--- src/rtl/m_turn_sequencer_pkg.sv ---
// Shared board geometry, state/winner encodings and the board helper functions
// (column legality, stone piling, four-in-a-row detection) for m_turn_sequencer.
package m_turn_sequencer_pkg;

   localparam int NUM_COLS               = 7;
   localparam int NUM_ROWS               = 6;
   localparam int FIELD_SIZE             = 42;   // bit index = row*7 + col, row 0 at the bottom
   localparam int COL_SIZE               = 3;
   localparam int PILED_COUNT_ARRAY_SIZE = 21;   // 3-bit height per column
   localparam int TIMEOUT_CNT_W          = 21;

   typedef logic [FIELD_SIZE-1:0]             field_t;
   typedef logic [PILED_COUNT_ARRAY_SIZE-1:0] piled_t;
   typedef logic [COL_SIZE-1:0]               col_t;

   typedef enum logic [1:0] {
      WIN_NONE  = 2'b00,
      WIN_AI    = 2'b01,
      WIN_HUMAN = 2'b10,
      WIN_DRAW  = 2'b11
   } winner_e;

   typedef enum logic [3:0] {
      S_IDLE,
      S_CLEAR,
      S_HUMAN_WAIT,
      S_HUMAN_APPLY,
      S_CHECK_H,
      S_AI_SEARCH,
      S_AI_APPLY,
      S_CHECK_A,
      S_GAME_OVER
   } state_e;

   typedef struct packed {
      field_t field;
      piled_t piled;
   } pile_t;

   // A column is open when it exists and still has room for a stone.
   function automatic logic f_col_open(input piled_t piled, input col_t col);
      logic open;
      open = 1'b0;
      for (int c = 0; c < NUM_COLS; c++) begin
         if (col == COL_SIZE'(c) && piled[c*COL_SIZE +: COL_SIZE] < COL_SIZE'(NUM_ROWS)) begin
            open = 1'b1;
         end
      end
      return open;
   endfunction

   // Drop one stone into col; a full column leaves field and heights untouched.
   function automatic pile_t f_pile(input field_t field, input piled_t piled, input col_t col);
      pile_t res;
      res.field = field;
      res.piled = piled;
      for (int c = 0; c < NUM_COLS; c++) begin
         if (col == COL_SIZE'(c)) begin
            for (int r = 0; r < NUM_ROWS; r++) begin
               if (piled[c*COL_SIZE +: COL_SIZE] == COL_SIZE'(r)) begin
                  res.field[r*NUM_COLS + c]         = 1'b1;
                  res.piled[c*COL_SIZE +: COL_SIZE] = COL_SIZE'(r + 1);
               end
            end
         end
      end
      return res;
   endfunction

   // Four in a row: horizontal, vertical and both diagonals.
   function automatic logic f_four(input field_t f);
      logic hit;
      hit = 1'b0;
      for (int r = 0; r < NUM_ROWS; r++) begin
         for (int c = 0; c <= NUM_COLS - 4; c++) begin
            hit |= f[r*NUM_COLS + c] & f[r*NUM_COLS + c + 1]
                 & f[r*NUM_COLS + c + 2] & f[r*NUM_COLS + c + 3];
         end
      end
      for (int r = 0; r <= NUM_ROWS - 4; r++) begin
         for (int c = 0; c < NUM_COLS; c++) begin
            hit |= f[r*NUM_COLS + c] & f[(r+1)*NUM_COLS + c]
                 & f[(r+2)*NUM_COLS + c] & f[(r+3)*NUM_COLS + c];
         end
         for (int c = 0; c <= NUM_COLS - 4; c++) begin
            hit |= f[r*NUM_COLS + c] & f[(r+1)*NUM_COLS + c + 1]
                 & f[(r+2)*NUM_COLS + c + 2] & f[(r+3)*NUM_COLS + c + 3];
         end
         for (int c = 3; c < NUM_COLS; c++) begin
            hit |= f[r*NUM_COLS + c] & f[(r+1)*NUM_COLS + c - 1]
                 & f[(r+2)*NUM_COLS + c - 2] & f[(r+3)*NUM_COLS + c - 3];
         end
      end
      return hit;
   endfunction

endpackage

--- src/rtl/m_turn_sequencer_fallback_col.sv ---
// Combinational picker: lowest-index column whose height is below NUM_ROWS.
// Used when the search result is invalid or names an unusable column.
module m_turn_sequencer_fallback_col
   import m_turn_sequencer_pkg::*;
(
   input  logic [PILED_COUNT_ARRAY_SIZE-1:0] i_piled_array,
   output logic [COL_SIZE-1:0]               o_col
);

   always_comb begin
      // NOTE: output defaulted before the loop so every path assigns it and no latch is inferred.
      o_col = '0;
      for (int c = NUM_COLS - 1; c >= 0; c--) begin
         if (i_piled_array[c*COL_SIZE +: COL_SIZE] < COL_SIZE'(NUM_ROWS)) begin
            o_col = COL_SIZE'(c);
         end
      end
   end

endmodule

--- src/rtl/m_turn_sequencer.sv ---
// Match controller upstream of m_game_tree: owns the board, applies both sides' moves, declares the result.
// Optional search watchdog enabled by defining TURN_SEARCH_TIMEOUT_EN.
module m_turn_sequencer
   import m_turn_sequencer_pkg::*;
#(
   parameter bit          AI_FIRST       = 1'b0,
   parameter int unsigned SEARCH_TIMEOUT = 1048576
) (
   input  logic                              w_clk,
   input  logic                              w_rst,
   input  logic                              i_start,
   input  logic                              i_move_valid,
   input  logic [COL_SIZE-1:0]               i_move_col,
   input  logic                              i_tree_valid,
   input  logic                              i_tree_finished,
   input  logic [COL_SIZE-1:0]               i_tree_col,
   output logic                              o_tree_en,
   output logic [FIELD_SIZE-1:0]             o_me_field,
   output logic [FIELD_SIZE-1:0]             o_op_field,
   output logic [PILED_COUNT_ARRAY_SIZE-1:0] o_piled_array,
   output logic                              o_human_turn,
   output logic                              o_reject,
   output logic [1:0]                        o_winner,
   output logic [COL_SIZE-1:0]               o_last_col
);

   state_e  r_state;
   field_t  r_me_field;
   field_t  r_op_field;
   piled_t  r_piled;
   col_t    r_col;
   logic    r_tree_valid;
   logic    r_tree_en;
   logic    r_human_turn;
   logic    r_reject;
   winner_e r_winner;
   col_t    r_last_col;

   logic    w_ai_side;
   logic    w_move_ok;
   logic    w_ai_col_ok;
   col_t    w_fb_col;
   col_t    w_pile_col;
   field_t  w_pile_field_in;
   pile_t   w_pile;
   logic    w_me_four;
   logic    w_op_four;
   logic    w_board_full;
   logic    w_timeout;

   m_turn_sequencer_fallback_col u_fallback_col (
      .i_piled_array (r_piled),
      .o_col         (w_fb_col)
   );

   // One shared piler: the AI field in AI_APPLY, the human field otherwise.
   assign w_ai_side       = (r_state == S_AI_APPLY);
   assign w_move_ok       = f_col_open(r_piled, i_move_col);
   assign w_ai_col_ok     = r_tree_valid && f_col_open(r_piled, r_col);
   assign w_pile_col      = (w_ai_side && !w_ai_col_ok) ? w_fb_col : r_col;
   assign w_pile_field_in = w_ai_side ? r_me_field : r_op_field;
   assign w_pile          = f_pile(w_pile_field_in, r_piled, w_pile_col);

   assign w_me_four    = f_four(r_me_field);
   assign w_op_four    = f_four(r_op_field);
   assign w_board_full = &(r_me_field | r_op_field);

`ifdef TURN_SEARCH_TIMEOUT_EN
   localparam logic [TIMEOUT_CNT_W-1:0] TIMEOUT_LAST = TIMEOUT_CNT_W'(SEARCH_TIMEOUT - 1);

   logic [TIMEOUT_CNT_W-1:0] r_search_cnt;

   // Counts cycles spent in AI_SEARCH; zero on the first search cycle.
   always_ff @(posedge w_clk) begin
      if (w_rst || r_state != S_AI_SEARCH) begin
         r_search_cnt <= '0;
      end else begin
         r_search_cnt <= r_search_cnt + TIMEOUT_CNT_W'(1);
      end
   end

   assign w_timeout = (r_state == S_AI_SEARCH) && (r_search_cnt == TIMEOUT_LAST);
`else
   assign w_timeout = 1'b0;
`endif

   always_ff @(posedge w_clk) begin
      if (w_rst) begin
         r_state      <= S_IDLE;
         r_me_field   <= '0;
         r_op_field   <= '0;
         r_piled      <= '0;
         r_col        <= '0;
         r_tree_valid <= 1'b0;
         r_tree_en    <= 1'b0;
         r_human_turn <= 1'b0;
         r_reject     <= 1'b0;
         r_winner     <= WIN_NONE;
         r_last_col   <= '0;
      end else begin
         // NOTE: non-blocking throughout, so every branch reads the pre-edge register values.
         r_reject <= 1'b0;
         case (r_state)
            S_IDLE, S_GAME_OVER: begin
               if (i_start) begin
                  r_winner <= WIN_NONE;
                  r_state  <= S_CLEAR;
               end
            end
            S_CLEAR: begin
               r_me_field <= '0;
               r_op_field <= '0;
               r_piled    <= '0;
               r_last_col <= '0;
               if (AI_FIRST) begin
                  r_tree_en <= 1'b1;
                  r_state   <= S_AI_SEARCH;
               end else begin
                  r_human_turn <= 1'b1;
                  r_state      <= S_HUMAN_WAIT;
               end
            end
            S_HUMAN_WAIT: begin
               if (i_move_valid) begin
                  if (w_move_ok) begin
                     r_col        <= i_move_col;
                     r_human_turn <= 1'b0;
                     r_state      <= S_HUMAN_APPLY;
                  end else begin
                     r_reject <= 1'b1;
                  end
               end
            end
            S_HUMAN_APPLY: begin
               r_op_field <= w_pile.field;
               r_piled    <= w_pile.piled;
               r_last_col <= w_pile_col;
               r_state    <= S_CHECK_H;
            end
            S_CHECK_H: begin
               if (w_op_four) begin
                  r_winner <= WIN_HUMAN;
                  r_state  <= S_GAME_OVER;
               end else if (w_board_full) begin
                  r_winner <= WIN_DRAW;
                  r_state  <= S_GAME_OVER;
               end else begin
                  r_tree_en <= 1'b1;
                  r_state   <= S_AI_SEARCH;
               end
            end
            S_AI_SEARCH: begin
               // A finished result wins over a coincident watchdog expiry.
               if (i_tree_finished || w_timeout) begin
                  r_tree_en    <= 1'b0;
                  r_col        <= i_tree_col;
                  r_tree_valid <= i_tree_finished && i_tree_valid;
                  r_state      <= S_AI_APPLY;
               end
            end
            S_AI_APPLY: begin
               r_me_field <= w_pile.field;
               r_piled    <= w_pile.piled;
               r_last_col <= w_pile_col;
               r_state    <= S_CHECK_A;
            end
            S_CHECK_A: begin
               if (w_me_four) begin
                  r_winner <= WIN_AI;
                  r_state  <= S_GAME_OVER;
               end else if (w_board_full) begin
                  r_winner <= WIN_DRAW;
                  r_state  <= S_GAME_OVER;
               end else begin
                  r_human_turn <= 1'b1;
                  r_state      <= S_HUMAN_WAIT;
               end
            end
            default: begin
               r_state <= S_IDLE;
            end
         endcase
      end
   end

   assign o_tree_en     = r_tree_en;
   assign o_me_field    = r_me_field;
   assign o_op_field    = r_op_field;
   assign o_piled_array = r_piled;
   assign o_human_turn  = r_human_turn;
   assign o_reject      = r_reject;
   assign o_winner      = r_winner;
   assign o_last_col    = r_last_col;

endmodule

--- config.mk ---
export PLATFORM = sky130hd
export DESIGN_NAME = m_turn_sequencer
export DESIGN_NICKNAME = d
export VERILOG_FILES = /design/src/rtl/m_turn_sequencer_pkg.sv /design/src/rtl/m_turn_sequencer_fallback_col.sv /design/src/rtl/m_turn_sequencer.sv
export SDC_FILE = /design/constraint.sdc
export NUM_CORES = 1
export LEC_CHECK = 0
export ABC_AREA = 1
export CELL_PAD_IN_SITES_DETAIL_PLACEMENT = 1
export CELL_PAD_IN_SITES_GLOBAL_PLACEMENT = 2
export CORE_MARGIN = 2
export CORE_UTILIZATION = 29
export CTS_CLUSTER_DIAMETER = 100
export DETAILED_ROUTE_END_ITERATION = 7
export PLACE_DENSITY = 0.89
export SYNTH_ARGS = -nofsm -noshare
export SYNTH_HDL_FRONTEND = slang
export SYNTH_SLANG_ARGS = --single-unit
--- constraint.sdc ---
create_clock -name w_clk -period 2.7 [get_ports w_clk]
set_clock_uncertainty 0.15 [all_clocks]
set_input_delay 0.405 -clock w_clk [delete_from_list [all_inputs] [get_ports w_clk]]
set_output_delay 0.405 -clock w_clk [all_outputs]
set_load 0.03 [all_outputs]
==> images/layer_met3.png <==
(1.5 px per µm)
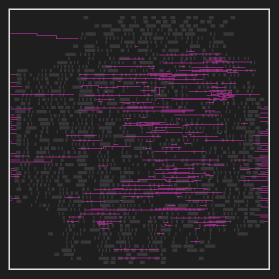
longest straight run: 85.6 µm
main direction: horizontal
wire length on this layer: 3100 µm
share of all routed wire: 7.3%

==> images/placement.png <==
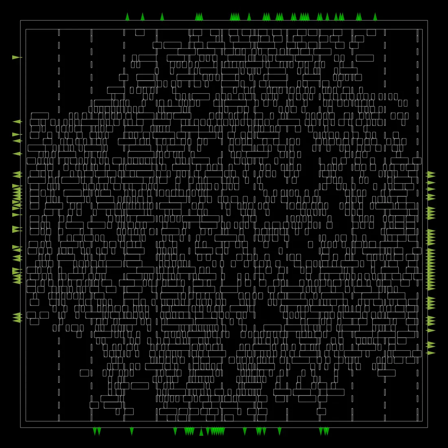
area of the core: 0.0279 mm²
post-route insts no fill: 1877

==> synth_stat cells (all sizes together) <==
library cell	n	area share
nand2	407	0.19
nor2	152	0.072
inv	136	0.062
a21oi	133	0.081
o21ai	130	0.079
dfxtp	121	0.29
nand3	118	0.089
clkbuf	60	0.027
nand4	50	0.038
nor3	24	0.015
o22ai	19	0.014
buf	14	0.0087
o21a	4	0.0037
or2	4	0.0030
mux2i	3	0.0037
nand3b	3	0.0032
o211ai	3	0.0027
o21bai	3	0.0027
o31ai	2	0.0018
a21o	1	0.00091
a31oi	1	0.00076
and3	1	0.00076
clkinv	1	0.00046
nor4	1	0.00076
o2111ai	1	0.0011
o221ai	1	0.0011
==> layer usage <==
layer | up-vias | global-route usage | routed length (µm)
met4 | 0 | 0.156 | 2270
met2 | 427 | 0.465 | 19200
met5 | - | 0 | 0
li1 | 4798 | - | -
met3 | 106 | 0.0593 | 3100
met1 | 5040 | 0.365 | 18000
==> report_power, final <==
part	leakage (nW)	switching, mW	total, mW	internal (mW)
logic	2.42	1.28	1.76	0.478
clock network	0.316	1.00	2.60	1.60
registers	0.978	0.177	2.06	1.89
==> worst paths after layout <==
kind                          from          endpoint  slack [ns]  cells past startpoint
hold reg to reg       o_human_turn      o_human_turn        0.31                      2
hold / removal        o_human_turn      o_human_turn        0.31                      2
setup reg to reg  o_piled_array[2]  o_piled_array[7]        0.26                     12
setup / recovery    o_me_field[17]    o_me_field[17]        0.08                      1
==> state kept, by name (all words and copies together) (netlist names), 2 cells and up <==
register       flops
o_me_field        42
o_op_field        42
o_piled_array     21
r_state            4
o_last_col         3
r_col              3
o_winner           2
==> worst min-delay path: stages, from the launching register on <==
cell     delay (ns)
dfxtp_1        0.31
nand2_1        0.06
a21oi_1        0.05
==> layout make-up <==
class / count / area, µm² / share of cell area
multi-input combinational: 1061 / 5000 / 0.476
sequential: 121 / 2420 / 0.230
timing repair buffer: 148 / 1450 / 0.138
inverter: 137 / 514 / 0.0489
tap: 378 / 473 / 0.0450
clock buffer: 18 / 439 / 0.0418
clock inverter: 14 / 211 / 0.0201
==> cell families (layout without fill, tap and decap cells) <==
kind of cell | count (synthesis) | in the layout | share of synthesized area
AOI/OAI and AO/OA | 298 | 298 | 0.189
and+or+nand+nor | 760 | 760 | 0.414
buffers and inverters | 211 | 317 | 0.0986
muxes | 3 | 3 | 0.00365
DFF | 121 | 121 | 0.295
==> repair_timing <==
item,in CTS,in global routing
gates resized,0,2
setup buffers,0,0
endpoints found under the setup margin,0,28
==> notes.md <==
Physical implementation status

The run finished with clean final reports. The clock H-tree reported by CTS has 4 levels. The pin slew with the least headroom to its limit stands at a little under 0.8 ns. The number of cells after detailed placement stands at around 1800. The number of diodes added for antenna fixing stands at 0. The overall overflow remaining after global route stands at 0. The timing report notes that buffer and inverter cells on the critical path total 1. The total negative slack stands at 0 ns. The library cells used most frequently in the layout, excluding fill and tap cells, are nand2_1 (393), nor2_1 (147), a21oi_1 (133). The tool warning count stands at 26. The number of hold buffers added after CTS was 0.

The end-of-flow timing check tallies setup violations at 0. The placed instances occupy a cell area of a little under 0.01 mm². Per the final timing report, the hold violations number 0. The cell area after layout stands at 0.0105 mm².

The final RePlAce weighted congestion stands at roughly 0.96. The path class of the tightest hold or removal check is flip-flop to flip-flop. Post-route period utilization is reported as 0.971. Looking at the clock tree report, the root buffer type is clkbuf_16. The fraction of final layout cells sized beyond drive strength 1 stands at 0.0694. The total power stands at roughly 6.4 mW. After the last flow step, the layout net total stands at roughly 1500. The timing-limited maximum frequency stands at between 300 and 400 MHz. The count of buffers from port buffering stands at 124. The standard-cell row count stands at between 60 and 70. The mapped cell area stands at ~0.008 mm². In the Yosys report the total cell count is around 1400. The maximum VDD drop stands at ~0.32 mV. The post-route worst setup slack stands at ~0.079 ns. The post-detailed-route via-to-cell ratio stands at between 5 and 6. For the worst setup path, the data required time is roughly 2.1 ns. The run reported a max-capacitance violation count of 0. The width of the die stands at between 150 and 200 µm. The worst setup path is launched from a flip-flop.

The maximum fanout count along the critical path stands at 12. The number of global-route vias before repair stands at 10300. The timing report attributes the biggest portion of critical-path delay to flip-flops.

The report lists the cells along the critical path as clkdlybuf4s50_1. The wire length of the first global-routing pass stands at 64.0 mm. TritonCTS built the clock tree. In this run the vertical extent of the chip is about 170 µm. The biggest cell delay along the critical path stands at between 0.8 and 0.9 ns. The first-pass detailed-route iteration total stands at 5. The worst path arrival time stands at between 2 and 2.5 ns. Setup repair after global routing left no endpoint under its margin. The total clock buffers created by CTS stands at 17. The layout has between 3000 and 4000 filler cells. The maximum number of pins on one net before global-route repair stands at slightly below 100.

The leakage power in the latest report is around 3.7 nW. The slew check shows that the tightest pin keeps a relative margin of 0.480. Once detailed placement completed, the half-perimeter wirelength came to around 32 mm. The number of distinct library cells after synthesis stands at 39. The detailed router reported a total wirelength of approximately 43 mm. The number of vias in the routed layout stands at between 10000 and 15000. The worst setup path is captured at an output port. The remaining routing DRC violations stands at 0. The worst path in the final design needs a cycle of about 2.6 ns, including I/O delays and setup.

Per the OpenROAD floorplan log, the area of the die is ~0.030 mm². The library cell used most frequently in the layout, excluding fill and tap cells, is nand2_1. The maximum root-to-sink buffer count stands at 2. In this run, the number of DRC markers left after iteration 0 of detailed routing was between 900 and 1000. TritonRoute output was used to compute an average wire per cell of around 23 µm. Per the post-synthesis stats, the area per cell is 5.90 µm². From synthesis to final layout, the design area changed by 27.8%.

The count of state elements after synthesis stands at 121. Across every metal layer, demand over resource in global routing totals 0.290. The pre-CTS setup check shows a worst slack of about 0.044 ns. The ratio of total power to cell area stands at just over 600 mW/mm². The net count after synthesis is 1405. In the setup report, the worst path falls into the class flip-flop to output port. The I/O pin count stands at ~130.

The total number of yosys warnings stands at 0. Clock-pin slew was measured on the worst setup and hold paths at ~0.060 ns. The number of antenna violations at the first check in global routing is 0. The source-to-sink clock delay at the later pin of the worst-skew pair stands at about 0.43 ns. The final max-slew violation count recorded for this run is 0. The share of the Yosys chip area taken by registers is 0.295. The count of clock tree sinks stands at 121.

Synthesis handed over a netlist of 1393 instances. The area of the synthesized netlist per yosys stat stands at between 0.008 and 0.009 mm². For this configuration, the core starts out at a cell density of 0.295. The final core utilization stands at 0.377.

The final hold slack stands at about 0.31 ns. The antenna violation net count after detailed routing stands at 0. The timing report shows that the slowest cell on the worst path is dfxtp_1.
Power and IR drop assume default switching activity.
